==> src/rtl/wb_regfile.sv <==
// MEM/WB consumer: selects the writeback value, commits it into a 32-entry
// register file and serves two ID-stage read ports with optional same-cycle bypass.

module wb_regfile_rdport #(
  parameter int DATA_W = 32,
  parameter int ADDR_W = 5,
  parameter bit BYPASS = 1'b1
) (
  input  logic [ADDR_W-1:0]                  raddr,
  input  logic [(1<<ADDR_W)-1:0][DATA_W-1:0] regs,
  input  logic                               wb_vld,
  input  logic [ADDR_W-1:0]                  wb_addr,
  input  logic [DATA_W-1:0]                  wb_data,
  output logic [DATA_W-1:0]                  rdata
);
  logic hit;

  // wb_vld already excludes r0, so a bypass can never leak a value into r0
  assign hit = BYPASS && wb_vld && (raddr == wb_addr);

  always_comb begin
    rdata = regs[raddr];
    if (raddr == '0)  rdata = '0;
    else if (hit)     rdata = wb_data;
  end
endmodule

module wb_regfile #(
  parameter int DATA_W = 32,
  parameter int ADDR_W = 5,
  parameter bit BYPASS = 1'b1,
  parameter int CNT_W  = 16
) (
  input  logic              clk_i,
  input  logic              rst_i,
  input  logic              RegWrite_i,
  input  logic              MemToReg_i,
  input  logic [ADDR_W-1:0] RDaddr_i,
  input  logic [DATA_W-1:0] RDData_i,
  input  logic [DATA_W-1:0] ALUResult_i,
  input  logic [ADDR_W-1:0] RSaddr_i,
  input  logic [ADDR_W-1:0] RTaddr_i,
  output logic [DATA_W-1:0] RSdata_o,
  output logic [DATA_W-1:0] RTdata_o,
  output logic [DATA_W-1:0] WBData_o,
  output logic [ADDR_W-1:0] WBaddr_o,
  output logic              WBValid_o,
  output logic [CNT_W-1:0]  WrCount_o
);
  localparam int NREG  = 1 << ADDR_W;
  localparam int NPORT = 2;

  typedef struct packed {
    logic              vld;
    logic [ADDR_W-1:0] addr;
    logic [DATA_W-1:0] data;
  } wb_req_t;

  wb_req_t                           wb;
  logic [NREG-1:0][DATA_W-1:0]       regs;
  logic [CNT_W-1:0]                  wr_cnt;
  logic [NPORT-1:0][ADDR_W-1:0]      rd_addr;
  logic [NPORT-1:0][DATA_W-1:0]      rd_data;

  assign wb.data = MemToReg_i ? RDData_i : ALUResult_i;
  assign wb.addr = RDaddr_i;
  assign wb.vld  = RegWrite_i && (RDaddr_i != '0);

  assign WBData_o  = wb.data;
  assign WBaddr_o  = wb.addr;
  assign WBValid_o = wb.vld;
  assign WrCount_o = wr_cnt;

  // Reset wins over a coincident commit: the write is lost and not counted
  always_ff @(posedge clk_i) begin
    if (rst_i) begin
      regs   <= '0;
      wr_cnt <= '0;
    end else if (wb.vld) begin
      regs[wb.addr] <= wb.data;
      if (wr_cnt != {CNT_W{1'b1}}) wr_cnt <= wr_cnt + 1'b1;
    end
  end

  assign rd_addr[0] = RSaddr_i;
  assign rd_addr[1] = RTaddr_i;

  for (genvar p = 0; p < NPORT; p++) begin : g_rd
    wb_regfile_rdport #(
      .DATA_W (DATA_W),
      .ADDR_W (ADDR_W),
      .BYPASS (BYPASS)
    ) u_rd (
      .raddr   (rd_addr[p]),
      .regs    (regs),
      .wb_vld  (wb.vld),
      .wb_addr (wb.addr),
      .wb_data (wb.data),
      .rdata   (rd_data[p])
    );
  end

  assign RSdata_o = rd_data[0];
  assign RTdata_o = rd_data[1];
endmodule

==> config.mk <==
export PLATFORM = sky130hd
export DESIGN_NAME = wb_regfile
export DESIGN_NICKNAME = d
export VERILOG_FILES = /design/src/rtl/wb_regfile.sv
export SDC_FILE = /design/constraint.sdc
export NUM_CORES = 2
export LEC_CHECK = 0
export CELL_PAD_IN_SITES_DETAIL_PLACEMENT = 1
export CELL_PAD_IN_SITES_GLOBAL_PLACEMENT = 2
export CORE_MARGIN = 2
export CORE_UTILIZATION = 35
export DETAILED_ROUTE_END_ITERATION = 8
export GPL_ROUTABILITY_DRIVEN = 0
export HOLD_SLACK_MARGIN = 0.05
export PLACE_DENSITY = 0.69
export SETUP_SLACK_MARGIN = 0.2
export SLEW_MARGIN = 20
export SYNTH_ARGS = -nofsm -noshare
export SYNTH_HDL_FRONTEND = slang
export SYNTH_SLANG_ARGS = --single-unit
export TNS_END_PERCENT = 20
==> constraint.sdc <==
create_clock -name clk_i -period 9.95 [get_ports clk_i]
set_clock_uncertainty 0.05 [all_clocks]
set_input_delay 2.985 -clock clk_i [delete_from_list [all_inputs] [get_ports clk_i]]
set_output_delay 2.985 -clock clk_i [all_outputs]
set_load 0.02 [all_outputs]
**Routing congestion**

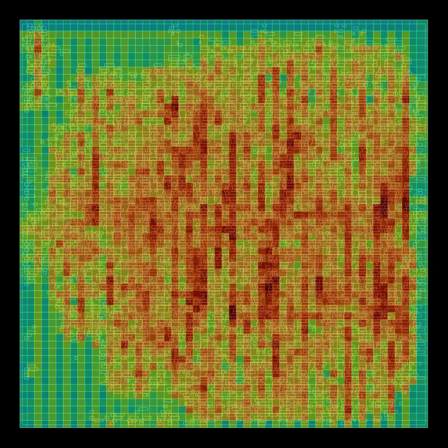
met1 Usage GRT: 41.8%
routed wire length per instance: 32.7 um
Util after Layout: 41.1%

**M4 wires**

(1 px per um) Supply wires on this layer in grey.
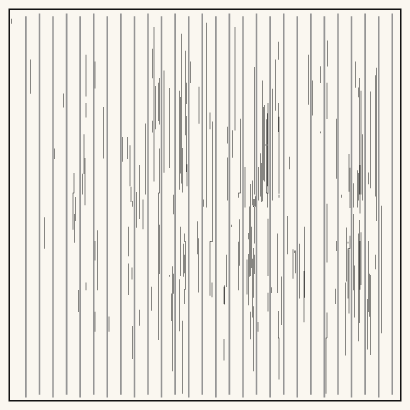
longest straight run	184 um
wire length on this layer	8420 um
main direction	vertical
drt total wl: 230 mm
vias: 43800

**Routed metal per tile**

(1 px per um) The die is cut into 39 by 39 equal tiles; white is low, dark blue is high, scaled to the fullest tile. Values are wire area over tile area, all layers added.
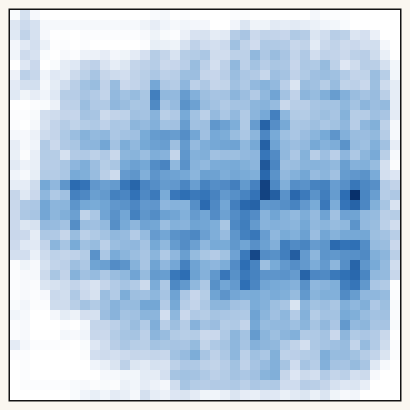
tiles over half the peak	20%
densest ninth of the die	middle
mean over tiles	0.25
nearly empty tiles	10%
Total GRT Usage: 29.7%

**Selected gate families**

(1.5 px per um)
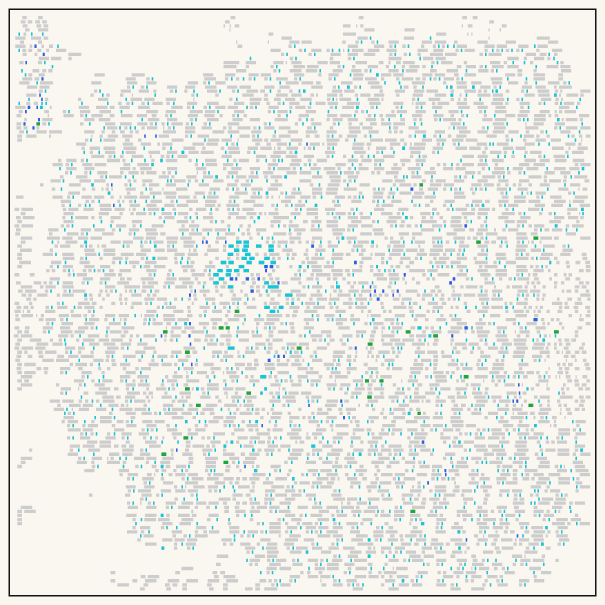
colour	family	cells
blue	NAND gates	73
cyan	NOR gates	1151
green	AND-OR and OR-AND gates	27
most numerous logic cell after layout: a211oi_1
combinational share of cell area: 48.1%
non-filler cells in the finished layout: 7021

**A small window of the routed layout**

Window x 180 to 210, y 102 to 132 um. Cells in grey, sequential cells in the stronger grey; small squares are vias.
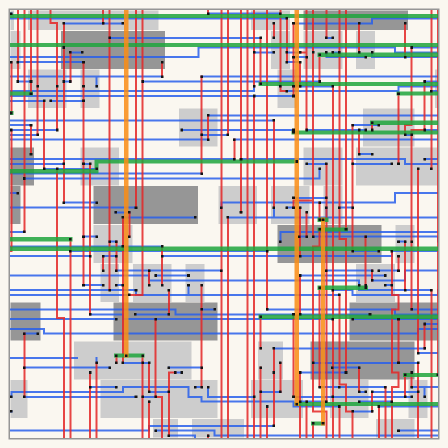
colour	layer
red	metal 2
blue	metal 1
orange	metal 4
green	metal 3
sequential cells in the window	7
most frequent	a211oi_1 (9), nor2_1 (9), dfxtp_1 (7)
cells with their middle in the window	39
netlist names of flops here include	regs (7)

==> reports/metrics.csv <==
stage,metric,value,unit
synth,yosysMostFrequentCell,a211oi_1,
clock_tree,clock_latency,0.73,ns
run,drv_cap,0,
synth,syn_avg_cell_area,10.3,um^2
setup_path,slowest_delay,0.81,ns
layout,largest_class,logic gates,
clock_tree,clkSinkCount,1040,
power_and_ir_drop,powerDensity,166,nW/um^2
setup_path,cp.buffers_inverters,5,
clock_tree,cts-buffers-inserted,119,
setup_path,cp-end-kind,output pin,
final_timing,finalMaxSlewViolations,0,
status,status,completed,
synth,ys_sh_xor,0.403,%
synth,synth_flop_count,1040,
setup_path,critPathLaunchType,input port,
power_and_ir_drop,seq_power_share,42.3,%
power_and_ir_drop,seq-power,4.26,mW
worst_hold_path,holdPathEnd,regs[20]$_SDFFE_PP0P_,
floorplan,io_pins,201,
power_and_ir_drop,p_leak,19.2,nW
## worst max-delay path by stage
stage                           start      endpoint
after floorplan           RDaddr_i[1]  RSdata_o[25]
after global placement    RDaddr_i[4]  RSdata_o[22]
after detailed placement  RDaddr_i[4]  RSdata_o[22]
after CTS                 RDaddr_i[4]  RSdata_o[22]
after global routing      RDaddr_i[2]  RSdata_o[22]
final                     RDaddr_i[2]  RSdata_o[22]
## what timing repair did
item / CTS / global route
setup buffers: 0 / 0
setup endpoints to repair: 1 / 1
cloned: 0 / 0
resized: 2 / 1
## flip-flops by register name (all words and copies together), names as in the netlist
register and flops:
regs 1024, WrCount_o 16
Power figures rest on the tool's default switching activity, not on a simulated workload.
